Figure 1. Sequential cells colored by netlist name.
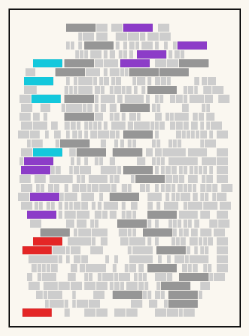
Figure 2. Wiring heat map.
14 x 19 tiles, from black (low) to pale yellow (high), scaled to the fullest tile. Values are wire area over tile area, all layers added.
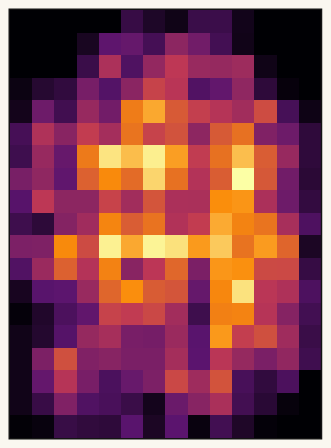
File: config.mk
export PLATFORM = sky130hd
export DESIGN_NAME = sap1_cpu
export DESIGN_NICKNAME = d
export VERILOG_FILES = /design/src/rtl/sap1_cpu.sv
export SDC_FILE = /design/constraint.sdc
export NUM_CORES = 1
export LEC_CHECK = 0
export ABC_AREA = 1
export CORE_ASPECT_RATIO = 1.4
export CORE_MARGIN = 2
export CORE_UTILIZATION = 52
export DETAILED_ROUTE_END_ITERATION = 7
export PLACE_DENSITY = 0.91
export REMOVE_ABC_BUFFERS = 1
export SYNTH_ARGS = -nofsm -noshare
export SYNTH_HDL_FRONTEND = slang
export SYNTH_SLANG_ARGS = --single-unit
File: constraint.sdc
create_clock -name clk -period 4.42 [get_ports clk]
set_input_delay 0.884 -clock clk [delete_from_list [all_inputs] [get_ports clk]]
set_output_delay 0.884 -clock clk [all_outputs]
set_load 0.005 [all_outputs]
File: src/rtl/sap1_cpu.sv
// SAP-1 educational CPU: six-state ring counter, W-bus datapath, fixed 16x8 program memory.
// Executes LDA/ADD/SUB/OUT/HLT from the built-in program and exposes all architectural state.
module sap1_cpu (
    input  logic        clk,
    input  logic        clrn,
    output logic [7:0]  bus,
    output logic [2:0]  counter,
    output logic [5:0]  counter_out,
    output logic [7:0]  display,
    output logic [7:0]  acc_reg,
    output logic [7:0]  breg,
    output logic [3:0]  input_mar,
    output logic [3:0]  ir_out,
    output logic [3:0]  pc_out,
    output logic [11:0] controlword
);

    localparam logic [2:0] T1 = 3'd0;
    localparam logic [2:0] T2 = 3'd1;
    localparam logic [2:0] T3 = 3'd2;
    localparam logic [2:0] T4 = 3'd3;
    localparam logic [2:0] T5 = 3'd4;
    localparam logic [2:0] T6 = 3'd5;

    localparam logic [3:0] OP_LDA = 4'h0;
    localparam logic [3:0] OP_ADD = 4'h1;
    localparam logic [3:0] OP_SUB = 4'h2;
    localparam logic [3:0] OP_OUT = 4'hE;
    localparam logic [3:0] OP_HLT = 4'hF;

    localparam logic [11:0] CW_NOP      = 12'h3E3;
    localparam logic [11:0] CW_FETCH_T1 = 12'h5E3;
    localparam logic [11:0] CW_FETCH_T2 = 12'hBE3;
    localparam logic [11:0] CW_FETCH_T3 = 12'h263;
    localparam logic [11:0] CW_OPERAND  = 12'h1A3;
    localparam logic [11:0] CW_LDA_T5   = 12'h2C3;
    localparam logic [11:0] CW_LOADB_T5 = 12'h2E1;
    localparam logic [11:0] CW_ADD_T6   = 12'h3C7;
    localparam logic [11:0] CW_SUB_T6   = 12'h3CF;
    localparam logic [11:0] CW_OUT_T4   = 12'h3F2;

    logic [3:0] pc_q, pc_d;
    logic [3:0] mar_q, mar_d;
    logic [7:0] ir_q, ir_d;
    logic [7:0] a_q, a_d;
    logic [7:0] b_q, b_d;
    logic [7:0] out_q, out_d;
    logic [2:0] t_q, t_d;
    logic       halted_q, halted_d;

    logic [7:0] ram_data;
    logic [7:0] alu_result;
    logic       halt_now;
    logic       cp, ep, lm_n, ce_n, li_n, ei_n, la_n, ea, su, eu, lb_n, lo_n;

    // Program memory is never written, so it is a constant table indexed by the MAR.
    function automatic logic [7:0] program_rom(input logic [3:0] addr);
        logic [7:0] data;
        case (addr)
            4'h0:    data = 8'h09;
            4'h1:    data = 8'h1A;
            4'h2:    data = 8'h1B;
            4'h3:    data = 8'h2C;
            4'h4:    data = 8'hE0;
            4'h5:    data = 8'hF0;
            4'h9:    data = 8'h10;
            4'hA:    data = 8'h14;
            4'hB:    data = 8'h18;
            4'hC:    data = 8'h20;
            default: data = 8'h00;
        endcase
        return data;
    endfunction

    assign ram_data = program_rom(mar_q);

    always_comb begin : decode
        controlword = CW_NOP;
        if (!halted_q) begin
            unique case (t_q)
                T1: controlword = CW_FETCH_T1;
                T2: controlword = CW_FETCH_T2;
                T3: controlword = CW_FETCH_T3;
                T4: begin
                    if (ir_q[7:4] == OP_LDA || ir_q[7:4] == OP_ADD || ir_q[7:4] == OP_SUB)
                        controlword = CW_OPERAND;
                    else if (ir_q[7:4] == OP_OUT)
                        controlword = CW_OUT_T4;
                end
                T5: begin
                    if (ir_q[7:4] == OP_LDA)
                        controlword = CW_LDA_T5;
                    else if (ir_q[7:4] == OP_ADD || ir_q[7:4] == OP_SUB)
                        controlword = CW_LOADB_T5;
                end
                T6: begin
                    if (ir_q[7:4] == OP_ADD)
                        controlword = CW_ADD_T6;
                    else if (ir_q[7:4] == OP_SUB)
                        controlword = CW_SUB_T6;
                end
                default: controlword = CW_NOP;
            endcase
        end
    end

    assign {cp, ep, lm_n, ce_n, li_n, ei_n, la_n, ea, su, eu, lb_n, lo_n} = controlword;

    assign alu_result = su ? (a_q - b_q) : (a_q + b_q);

    always_comb begin : w_bus
        bus = 8'h00;
        if (ep)
            bus = {4'h0, pc_q};
        else if (!ce_n)
            bus = ram_data;
        else if (!ei_n)
            bus = {4'h0, ir_q[3:0]};
        else if (ea)
            bus = a_q;
        else if (eu)
            bus = alu_result;
    end

    // HLT takes effect at the edge ending its T4; the ring counter stays parked there.
    assign halt_now = !halted_q && (t_q == T4) && (ir_q[7:4] == OP_HLT);

    always_comb begin : next_state
        pc_d     = cp    ? pc_q + 4'd1 : pc_q;
        mar_d    = !lm_n ? bus[3:0]    : mar_q;
        ir_d     = !li_n ? bus         : ir_q;
        a_d      = !la_n ? bus         : a_q;
        b_d      = !lb_n ? bus         : b_q;
        out_d    = !lo_n ? bus         : out_q;
        halted_d = halted_q | halt_now;
        if (halted_q || halt_now)
            t_d = t_q;
        else if (t_q >= T6)
            t_d = T1;
        else
            t_d = t_q + 3'd1;
    end

    always_ff @(posedge clk or negedge clrn) begin
        if (!clrn) begin
            pc_q     <= 4'h0;
            mar_q    <= 4'h0;
            ir_q     <= 8'h00;
            a_q      <= 8'h00;
            b_q      <= 8'h00;
            out_q    <= 8'h00;
            t_q      <= T1;
            halted_q <= 1'b0;
        end else begin
            pc_q     <= pc_d;
            mar_q    <= mar_d;
            ir_q     <= ir_d;
            a_q      <= a_d;
            b_q      <= b_d;
            out_q    <= out_d;
            t_q      <= t_d;
            halted_q <= halted_d;
        end
    end

    genvar gi;
    generate
        for (gi = 0; gi < 6; gi++) begin : g_ring
            assign counter_out[gi] = (t_q == 3'(gi));
        end
    endgenerate

    assign counter   = t_q;
    assign display   = out_q;
    assign acc_reg   = a_q;
    assign breg      = b_q;
    assign input_mar = mar_q;
    assign ir_out    = ir_q[7:4];
    assign pc_out    = pc_q;

endmodule

==> results_dict.tcl <==
# collected from the flow reports
set metrics [dict create \
    status "finished, final reports clean" \
    grt_overflow_total 0 \
    seq_cells 44 \
    finalSetupViolations 0 \
    fmax_mhz 237 \
    synth_cells 429 \
    synth.most_common_cell "nand2_1" \
    drt-pass1-iter-count 4 \
    critPathTopFamily "simple AND/OR/NAND/NOR gates" \
    final_nets 525 \
    drv_slew 0 \
    reg2reg_to "display[4]" \
    worst_slew_pin_slew_ns 0.971 \
    cts_buffer_depth 2 \
    die_area_um2 6760 \
    ys_seq_share_pct 34.6 \
    comb_share_pct 44.3 \
    crit_end "bus[5]" \
    cp_max_fo 5 \
    numCtsBuffers 5 \
    grt_pass1_vias 3088 \
    largest_class "logic gates" \
    io-pin-count 67 \
]
## Picture notes: Figure 1
color	signal	sequential cells
purple	`display`	8
cyan	`pc_out`	4
red	`counter`	3
not colored	29
register area: 1100 um2
Seq group: 0.000402 W
Final Util: 69.5%
flop share of the area: 26.8%

## Picture notes: Figure 2
nearly empty tiles	11%
tiles over half the peak	29%
mean over tiles	0.22
densest ninth of the die	center
emptiest ninth of the die	upper left
GRT Total Usage: 27.7%
Total Wirelength: 8910 um
average wire per standard cell: 15.5 um

[per-stage QoR]
step                      worst slack [ns]  instances  setup TNS (ns)
after floorplan                      0.963        420               0
final                                0.205        574               0
after CTS                           0.0245        571               0
after detailed placement             0.156        560               0
after global placement               0.240        560               0
after global routing              -0.00922        574        -0.00922
[timing repair]
item	CTS	global route
pin swaps	2	2
setup buffers	3	3
endpoints found under the setup margin	5	7
gates cloned	0	0
gates resized	5	14
hold buffers	0	0
[power by group through the flow]
stage               clock network (W)      logic (W)  registers, W
finish                       0.000253     0.00000778      0.000402
detailed placement                  0     0.00000860      0.000410
floorplan                           0  0.00000000122      0.000410
global route                 0.000272     0.00000925      0.000402
global placement                    0     0.00000834      0.000410
CTS                          0.000255     0.00000857      0.000402
[cells in the final DEF, fill, tap and decap left out, drive strengths merged, types with 2 or more instances in the layout]
| cell | netlist | final |
|---|---|---|
| a21oi | 12 | 12 |
| a31oi | 3 | 3 |
| buf | 6 | 11 |
| clkbuf | 3 | 5 |
| clkdlybuf4s50 | 0 | 65 |
| clkinv | 1 | 4 |
| dfrtp | 44 | 44 |
| ha | 19 | 19 |
| inv | 72 | 72 |
| nand2 | 143 | 143 |
| nand3 | 36 | 36 |
| nand3b | 2 | 2 |
| nand4 | 12 | 12 |
| nor2 | 24 | 24 |
| nor3 | 7 | 7 |
| o21ai | 22 | 22 |
| o22ai | 3 | 3 |
| or2 | 4 | 4 |
| xnor2 | 2 | 2 |
| xor2 | 7 | 7 |
[logic make-up after synthesis]
group	share of synthesized area, %
AOI/OAI and AO/OA	7.99
xor gates and xnor gates	2.48
adders and majority gates	8.11
buffers and inverters	10.7
DFF	34.6
muxes	0.354
and+or+nand+nor	35.7
Power figures rest on the tool's default switching activity, not on a simulated workload.
